## config.mk

```make
export PLATFORM = sky130hd
export DESIGN_NAME = regfile_write_arbiter
export DESIGN_NICKNAME = d
export VERILOG_FILES = /design/src/rtl/regfile_pkg.sv /design/src/rtl/rr_arbiter.sv /design/src/rtl/regfile_write_arbiter.sv
export SDC_FILE = /design/constraint.sdc
export NUM_CORES = 1
export LEC_CHECK = 0
export ABC_AREA = 0
export CAP_MARGIN = 20
export CORE_ASPECT_RATIO = 0.6
export CORE_MARGIN = 2
export CORE_UTILIZATION = 40
export DETAILED_ROUTE_END_ITERATION = 7
export PLACE_DENSITY = 0.73
export RECOVER_POWER = 25
export SYNTH_ARGS = -nofsm -noshare
export SYNTH_HDL_FRONTEND = slang
export SYNTH_SLANG_ARGS = --single-unit
```

## constraint.sdc

```tcl
create_clock -name clk -period 4.3 [get_ports clk]
set_clock_uncertainty 0.1 [all_clocks]
set_input_delay 0.86 -clock clk [delete_from_list [all_inputs] [get_ports clk]]
set_output_delay 0.86 -clock clk [all_outputs]
set_load 0.03 [all_outputs]
```

## src/rtl/regfile_pkg.sv

```systemverilog
// Shared register-file constants and writeback requester indices.
// Imported by the write arbiter and by anything that decodes writeback sources.
package regfile_pkg;

    localparam int ADDR_W  = 4;
    localparam int DATA_W  = 32;
    localparam int PC_ADDR = 15;

    localparam int REQ_ALU  = 0;
    localparam int REQ_LOAD = 1;
    localparam int REQ_LINK = 2;

    // The PC lives in the register index space but has its own update port.
    function automatic logic is_pc_addr(input logic [ADDR_W-1:0] addr);
        return addr == ADDR_W'(PC_ADDR);
    endfunction

endpackage

```

## src/rtl/rr_arbiter.sv

```systemverilog
// Combinational round-robin select: search starts one past ptr and wraps.
// Produces a one-hot grant, its encoded index and an any-grant flag.
module rr_arbiter #(
    parameter int N     = 3,
    parameter int IDX_W = (N > 1) ? $clog2(N) : 1
) (
    input  logic [N-1:0]     req,
    input  logic [IDX_W-1:0] ptr,
    output logic [N-1:0]     grant,
    output logic [IDX_W-1:0] idx,
    output logic             any_grant
);

    int cand;

    // NOTE: every output gets a default before the search so no path leaves
    // a value unassigned, which would otherwise infer a latch.
    always_comb begin
        grant     = '0;
        idx       = '0;
        any_grant = 1'b0;
        cand      = 0;
        for (int k = 1; k <= N; k++) begin
            cand = (int'(ptr) + k) % N;
            if (!any_grant && req[cand]) begin
                grant[cand] = 1'b1;
                idx         = IDX_W'(cand);
                any_grant   = 1'b1;
            end
        end
    end

endmodule

```

## src/rtl/regfile_write_arbiter.sv

```systemverilog
// Shares the register file write port between writeback requesters with a
// round-robin grant, a one-cycle registered write and PC-index redirection.
module regfile_write_arbiter
    import regfile_pkg::*;
#(
    parameter int NUM_REQ = 3,
    parameter int CNT_W   = 16,
    localparam int IDX_W  = (NUM_REQ > 1) ? $clog2(NUM_REQ) : 1
) (
    input  logic                      clk,
    input  logic                      reset,
    input  logic                      flush,
    input  logic [NUM_REQ-1:0]        req_valid,
    output logic [NUM_REQ-1:0]        req_ready,
    input  logic [NUM_REQ*ADDR_W-1:0] req_addr,
    input  logic [NUM_REQ*DATA_W-1:0] req_data,
    output logic                      rf_we,
    output logic [ADDR_W-1:0]         rf_waddr,
    output logic [DATA_W-1:0]         rf_wdata,
    output logic                      pc_we,
    output logic [DATA_W-1:0]         pc_wdata,
    output logic [IDX_W-1:0]          grant_id,
    output logic [CNT_W-1:0]          write_count
);

    logic [IDX_W-1:0]   ptr;
    logic [NUM_REQ-1:0] win_grant;
    logic [IDX_W-1:0]   win_idx;
    logic               win_any;
    logic               xfer;
    logic [ADDR_W-1:0]  sel_addr;
    logic [DATA_W-1:0]  sel_data;

    rr_arbiter #(
        .N     (NUM_REQ),
        .IDX_W (IDX_W)
    ) u_rr (
        .req       (req_valid),
        .ptr       (ptr),
        .grant     (win_grant),
        .idx       (win_idx),
        .any_grant (win_any)
    );

    // Neither a flush nor a reset may hand out a grant.
    assign xfer      = win_any && !flush && !reset;
    assign req_ready = xfer ? win_grant : '0;

    always_comb begin
        sel_addr = req_addr[int'(win_idx)*ADDR_W +: ADDR_W];
        sel_data = req_data[int'(win_idx)*DATA_W +: DATA_W];
    end

    // NOTE: all state here uses non-blocking assignments so every register
    // samples pre-edge values regardless of statement order.
    always_ff @(posedge clk) begin
        if (reset) begin
            ptr         <= IDX_W'(NUM_REQ - 1);
            rf_we       <= 1'b0;
            rf_waddr    <= '0;
            rf_wdata    <= '0;
            pc_we       <= 1'b0;
            pc_wdata    <= '0;
            grant_id    <= '0;
            write_count <= '0;
        end else begin
            rf_we <= 1'b0;
            pc_we <= 1'b0;
            if (xfer) begin
                ptr      <= win_idx;
                grant_id <= win_idx;
                if (is_pc_addr(sel_addr)) begin
                    pc_we    <= 1'b1;
                    pc_wdata <= sel_data;
                end else begin
                    rf_we    <= 1'b1;
                    rf_waddr <= sel_addr;
                    rf_wdata <= sel_data;
                end
            end
            if ((rf_we || pc_we) && write_count != '1)
                write_count <= write_count + 1'b1;
        end
    end

endmodule

```

Figure 1. Floorplan with the power grid.
The bar under the picture is 50 um long. Pins as bars on the die edge.
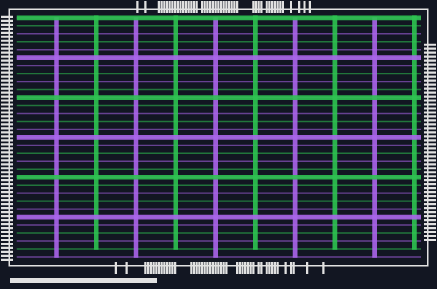
Key: purple = VSS; green = VDD
The core has 30 rows. 6 straps on met5.

==> run notes <==
yosys + openroad results -> XOR/XNOR Area Share=2.098%, WL met1=6976 um, hold path cells=2, root buf cell=clkbuf_16, Max Cap Violations=0, GRT Util Overall=25.91%, final wirelength=16,370 um, sequential power share=30.3%, first-pass GRT wire length=25,320 um, Lkg Pwr=2.642 nW, sequential power=0.000989 W, Setup WS pre-CTS=0.2723 ns, placed cell areas=6691 um2, post-layout util=62.11%, DP Cell Count=937, Synth mux share=1.444%, switching share of total power=40.96%, Net Sw Power=0.001338 W, antenna viol nets, final=0, DR pass1 iterations=5, Setup CP Type=input pin to output port, setup violators final=0, dominant logic cell types in the final layout=clkdlybuf4s50_1 (160), dfxtp_1 (89), nand2_1 (86), cell internal pwr=0.001929 W, PwrDens=467.1 nW/um2, Final Critical Period=3.980 ns, IO buf count=204, Worst Setup Start Kind=input pin, Comb power frac=45.3%, Clock Path Buffers=2, Post-CTS Resized=0, largest net degree at the start of global routing=89, DR vias/cell=5.618, layout cells sized above 1=6.057%, cell area after synthesis=4592 um2, status=finished, final reports clean, flip-flops with a built-in enable=0, Top pwr grp=combinational logic, CP required=3.34 ns, cell count in the Yosys report=630, fraction of registers with async set/reset=0%, Max-slew headroom=36.22%, dominant kind of combinational cell=simple AND/OR/NAND/NOR gates, Max rail drop VDD=0.0002307 V
Figure 2. Placed cells, one colour a class.
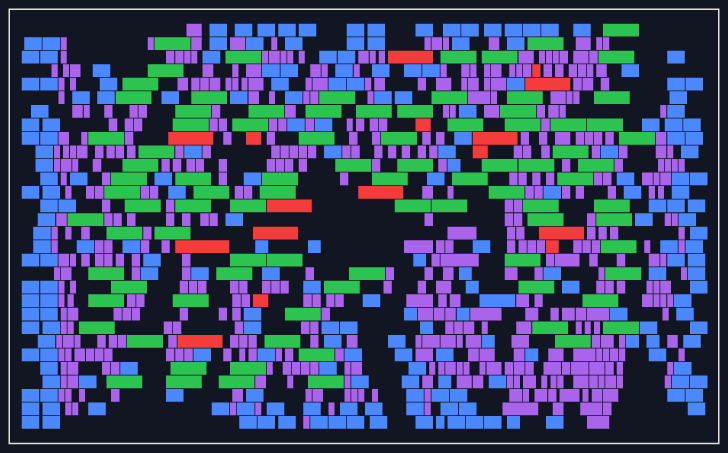
Key: red = clock drivers and dummy loads [cells 16, share of their area 4.4%]; purple = remaining logic cells [cells 487, share of their area 38%]; blue = remaining buffers and delay cells [cells 217, share of their area 31%]; green = registers [cells 89, share of their area 26%]

==> area by class of cell <==
cell class	count	area, um2
multi-input combinational	478	2556
tap	144	180.2
timing repair buffer	217	2140
fill	994	4267
inverter	9	33.78
clock buffer	9	225.2
clock inverter	7	77.57
sequential	89	1782
==> cells by family after synthesis <==
group           Yosys count
buf+inv                  63
simple gates            250
xor+xnor                 11
fa+ha+maj                 5
mux                       6
flops                    89
compound gates          206
==> critical path: stages <==
cell and delay [ns]:
clkdlybuf4s50_1 0.60, inv_1 0.06, o21ai_0 0.19, o21ai_0 0.18, a31oi_1 0.35, nand2b_1 0.39, nor2_1 0.21, buf_4 0.18
==> sequential cells by signal, indices dropped and copies added (netlist names) <==
register / flops
pc_we: 1
rf_waddr: 4
ptr: 1
rf_wdata: 32
grant_id: 2
rf_we: 1
pc_wdata: 32
write_count: 16
Power is estimated from default activity; no workload was simulated.
